## src/rtl/serial_to_parallel.sv

```systemverilog
// LSB-first deserializer with a one-entry valid/ready holding register.
// Optional sticky overrun flag: define SERIAL_TO_PARALLEL_OVERRUN_EN.
module serial_to_parallel #(
  parameter int DEPTH = 3
) (
  input  logic             clk,
  input  logic             rst,
  input  logic             data,
  input  logic             shift_en,
  output logic [DEPTH-1:0] data_out,
  output logic             valid,
`ifdef SERIAL_TO_PARALLEL_OVERRUN_EN
  output logic             overrun,
`endif
  input  logic             ready
);

  localparam int CW = $clog2(DEPTH);
  localparam logic [CW-1:0] LAST = CW'(DEPTH - 1);

  typedef enum logic {
    EMPTY,
    FULL
  } state_t;

  state_t           state;
  logic [DEPTH-1:0] shreg;
  logic [DEPTH-1:0] next_word;
  logic [CW-1:0]    cnt;
  logic             done;

  assign next_word = {data, shreg[DEPTH-1:1]};
  assign done      = shift_en && (cnt == LAST);
  assign valid     = (state == FULL);

  always_ff @(posedge clk) begin
    if (rst) begin
      state    <= EMPTY;
      shreg    <= '0;
      cnt      <= '0;
      data_out <= '0;
`ifdef SERIAL_TO_PARALLEL_OVERRUN_EN
      overrun  <= 1'b0;
`endif
    end else begin
      if (shift_en) begin
        shreg <= next_word;
        cnt   <= done ? '0 : cnt + 1'b1;
      end
      unique case (state)
        EMPTY: begin
          if (done) begin
            data_out <= next_word;
            state    <= FULL;
          end
        end
        FULL: begin
          // a completing word can only replace one being consumed now
          if (done && ready) begin
            data_out <= next_word;
          end else if (done) begin
`ifdef SERIAL_TO_PARALLEL_OVERRUN_EN
            overrun <= 1'b1;
`endif
          end else if (ready) begin
            state <= EMPTY;
          end
        end
      endcase
    end
  end

endmodule
```

## config.mk

```make
export PLATFORM = sky130hd
export DESIGN_NAME = serial_to_parallel
export DESIGN_NICKNAME = d
export VERILOG_FILES = /design/src/rtl/serial_to_parallel.sv
export SDC_FILE = /design/constraint.sdc
export NUM_CORES = 1
export LEC_CHECK = 0
export ABC_AREA = 1
export CORE_AREA = 3 3 40 42
export CTS_CLUSTER_SIZE = 24
export DETAILED_ROUTE_END_ITERATION = 6
export DIE_AREA = 0 0 43 45
export GPL_TIMING_DRIVEN = 0
export PLACE_DENSITY = 0.51
export RECOVER_POWER = 100
export SLEW_MARGIN = 10
export SYNTH_ARGS = -nofsm -noshare
export SYNTH_HDL_FRONTEND = slang
export SYNTH_SLANG_ARGS = --single-unit
```

## constraint.sdc

```tcl
create_clock -name clk -period 0.8 [get_ports clk]
set_input_delay 0.16 -clock clk [delete_from_list [all_inputs] [get_ports clk]]
set_output_delay 0.16 -clock clk [all_outputs]
set_load 0.05 [all_outputs]
```

### Close-up of the layout

Scale bar: 10 µm. Region (0, 0) to (25, 25) µm. Cells in grey, sequential cells in the stronger grey; small squares are vias.
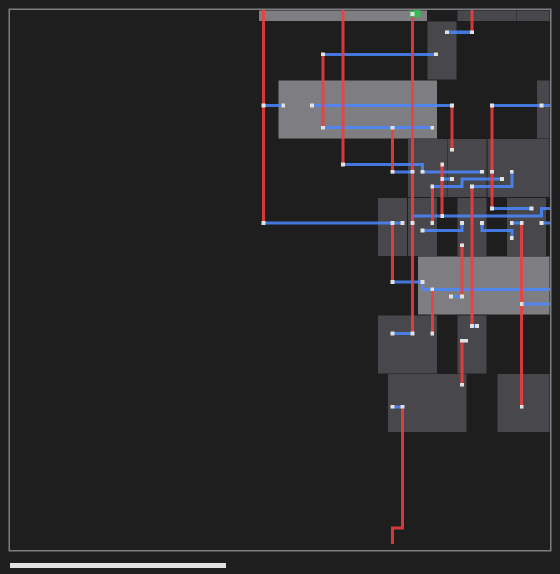
colour	layer
red	M2
green	M3
blue	M1
netlist names of flops here include	`data_out` (1), `shreg` (1)
most frequent	inv_1 (2), a21oi_1 (2)
sequential cells in the window	2
cells with their middle in the window	13

### Selected gate families

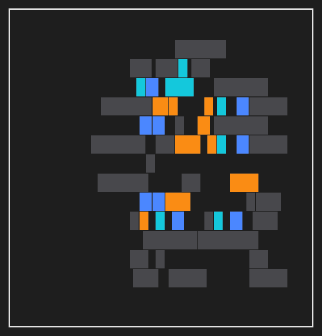
colour	family	cells
cyan	nor cells	7
blue	aoi and oai cells	9
orange	nand cells	9

==> reports/metrics.cfg <==
[run_status]
outcome = finished with violations
violations = setup timing

[route]
dr_wl_met3_um = 44
drt_wl_total_um = 598

[global_routing]
grt_use_met1 = 0.0847
grtUsageMet3 = 0.0239

[layout]
logic_area_um2 = 145
lay_top_cells = a21oi_1 (7), nor2_1 (6), inv_1 (5)
num-nets-final = 59
final-clk-cell-share = 0.0534
ff_count = 8

[setup_path]
critPathMaxFanout = 2
endpoint_kind = output pin
slowest_stage = dfxtp_4
rr_endpoint = valid$_SDFF_PP0_
arrival_ps = 740

[final_timing]
slew_violations = 0
finalCritPeriodShare = 1.13
setup_tns_ps = -673
fmax_mhz = 1110
setup_viol = 8
setup_ws_ps = -102

[yosys]
ys_cells = 39
top_logic_kind = simple AND/OR/NAND/NOR gates

[clock_tree]
clockBufferDepth = 2
cts_buffers = 3
post_cts_resized = 35
htree_num_levels = 1

[placed_design]
hpwl_um = 415

[min_path]
min_to = shreg[2]$_SDFFE_PP0P_
holdCritStartpoint = shift_en

[flow_run]
drv_cap = 0

[die]
fp_util = 0.239
io_pins = 9

[pwr]
powerClk_w = 0.000332
power_w = 0.000918

### Port wiring

Scale bar: 10 µm.
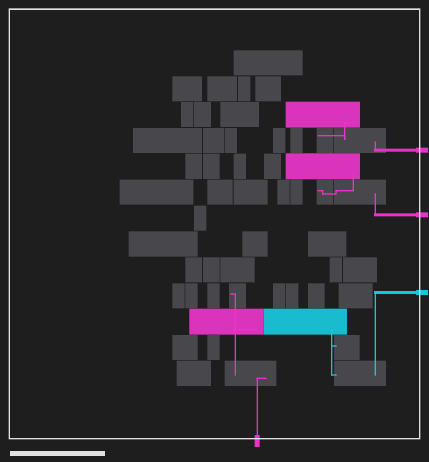
colour	port	direction	edge	end cells	buffers	wire
magenta	`data_out`	output	2 right, 1 bottom	3	3	41.7 µm
cyan	`valid`	output	right	1	1	18.7 µm

### Register map, names as in the netlist

Scale bar: 10 µm.
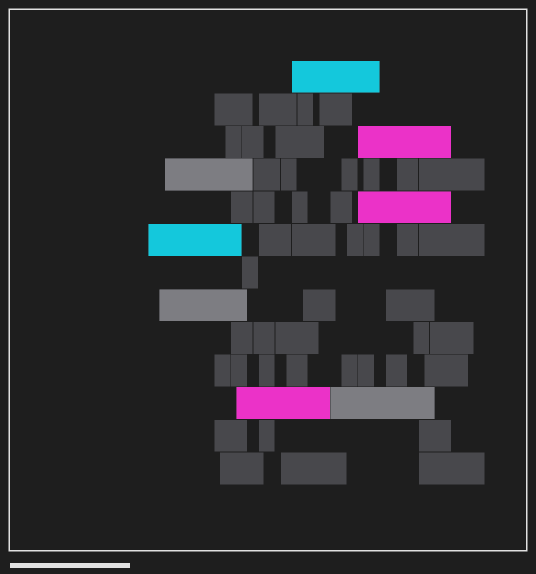
colour	signal	sequential cells
cyan	`cnt`	2
magenta	`data_out`	3
not coloured	3

